Design pc_branch_ctrl, sky130hd; sources not shown.
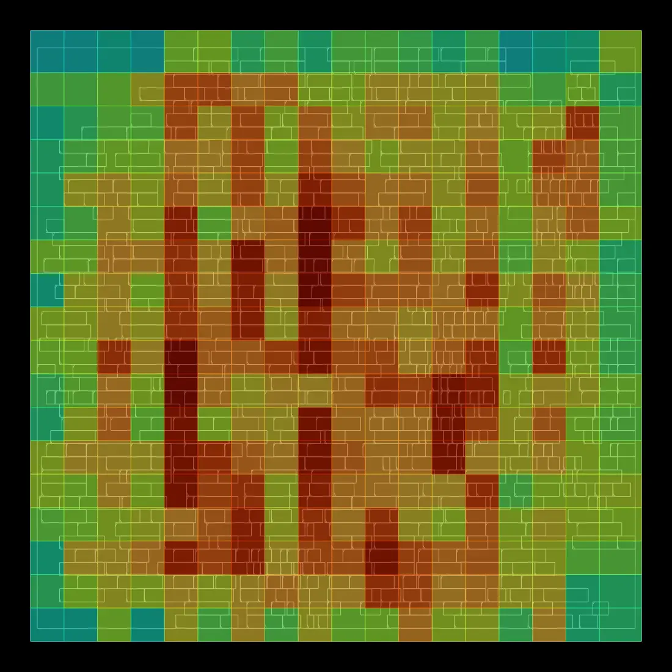
Fig. 1. Routing congestion.
GRT busiest layer: met2
GRT Overall Usage: 0.284
GR Util met3: 0.0548
Wirelength per Cell: 23.3 um

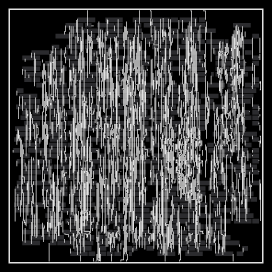
Fig. 2. The metal 2 layer.
Drawn at 2 px/um. Cells faint in the background.
main direction	vertical
longest straight run	67.0 um
share of all routed wire	50%
wire length on this layer	10300 um
via count of the routed design: 5847
met2 GRT Util: 0.473
Routed WL: 20700 um

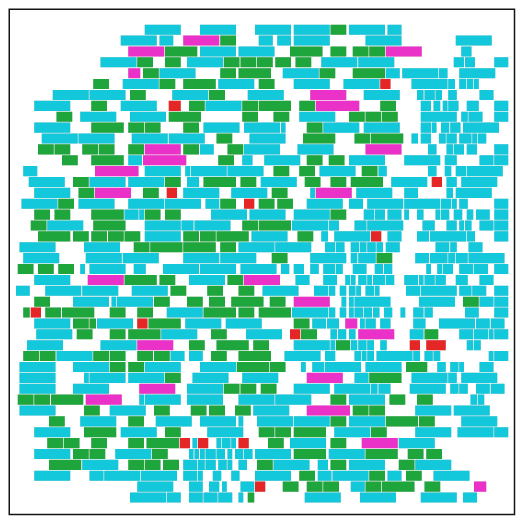
Fig. 3. Sizing map.
Drawn at 4 px/um.
color	size	cells
red	_3 and _4 cells	15
cyan	_0 and _1 cells	453
magenta	_6 and larger	24
green	_2 cells	212
Area Overhead vs Synth: 14.7%
post-route cell area: 0.0104 mm^2

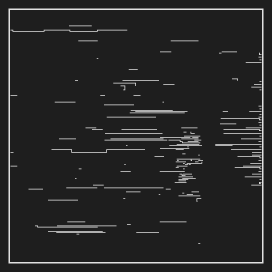
Fig. 4. Metal 3.
Drawn at 2 px/um.
main direction	horizontal
share of all routed wire	5.6%
nets with wire on the layer	98
wire length on this layer	1170 um

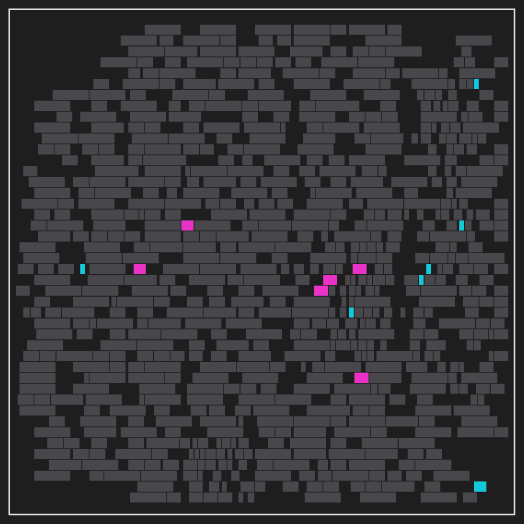
Fig. 5. Logic cells by family.
Drawn at 4 px/um.
color	family	cells
magenta	AND-OR and OR-AND gates	6
cyan	inverters	7
Non-Filler Instances: 888
Comb area share: 0.391
Commonest Layout Cell: dfrtp_1

==> reports/results.ini <==
[sta]
fin_crit_ns = 3.75
hold_slack_ns = 0.502
slew_headroom = 0.133

[pwr]
power_density_mw_per_mm2 = 289
p_switching_mw = 0.837
seqPwrFrac = 0.471
irDropWorstVdd_mv = 0.179

[drt]
firstDrtPassIters = 5

[yosys]
yosys_warnings = 0
syn_avg_cell_area_um2 = 14.1
synth_top_area_share = 0.530
async_reset_ff_frac = 1.00
ys_ff = 192
synthXorXnorAreaFrac = 0
ys_sh_adder = 0.00276
ys_cells = 644

[cts]
holdBufCountCts = 0
numClockSinks = 192
cts_tree = built

[layout]
logic_area_mm2 = 0.00406
non_clock_buffer_count = 68
n_antenna_cell = 0
nNetsFinal = 723

[place]
dpl_cell_area_mm2 = 0.00978
dp_slack_ns = 3.53
port_buffers = 59

[critical_path]
cp_data_arrival_time_ns = 4.07
cp-end-kind = flop
start_kind = input port

[min_path]
holdCritPathClass = flop to flop

[floorplan]
die_h_um = 126
coreArea_mm2 = 0.0148
rows = 44
ios = 60
die_area_mm2 = 0.0159
fp.dieW_um = 126

[flow_run]
tool_warnings = 28

[outcome]
status = completed

[global_route]
grt_max_degree = 114

-- per-stage QoR --
| step | instances | util |
|---|---|---|
| global placement | 856 | 0.663 |
| detailed placement | 856 | 0.663 |
| CTS | 888 | 0.705 |
| floorplan | 644 | - |
| global route | 888 | 0.705 |
| finish | 888 | 0.705 |
-- per-layer routing --
layer	routed length, um	GRT usage	part of all wire
met5	0	0	0
met3	1170	0.0548	0.056
met1	8680	0.370	0.42
met4	498	0.110	0.024
met2	10300	0.473	0.50
-- power by group through the flow --
stage | combinational, mW | clock [mW] | sequential (mW)
finish | 0.664 | 0.926 | 1.42
global route | 0.715 | 0.979 | 1.45
CTS | 0.665 | 0.936 | 1.41
detailed placement | 0.661 | 0 | 1.43
global placement | 0.636 | 0 | 1.41
floorplan | 0.460 | 0 | 1.38
Power is estimated from default activity; no workload was simulated.
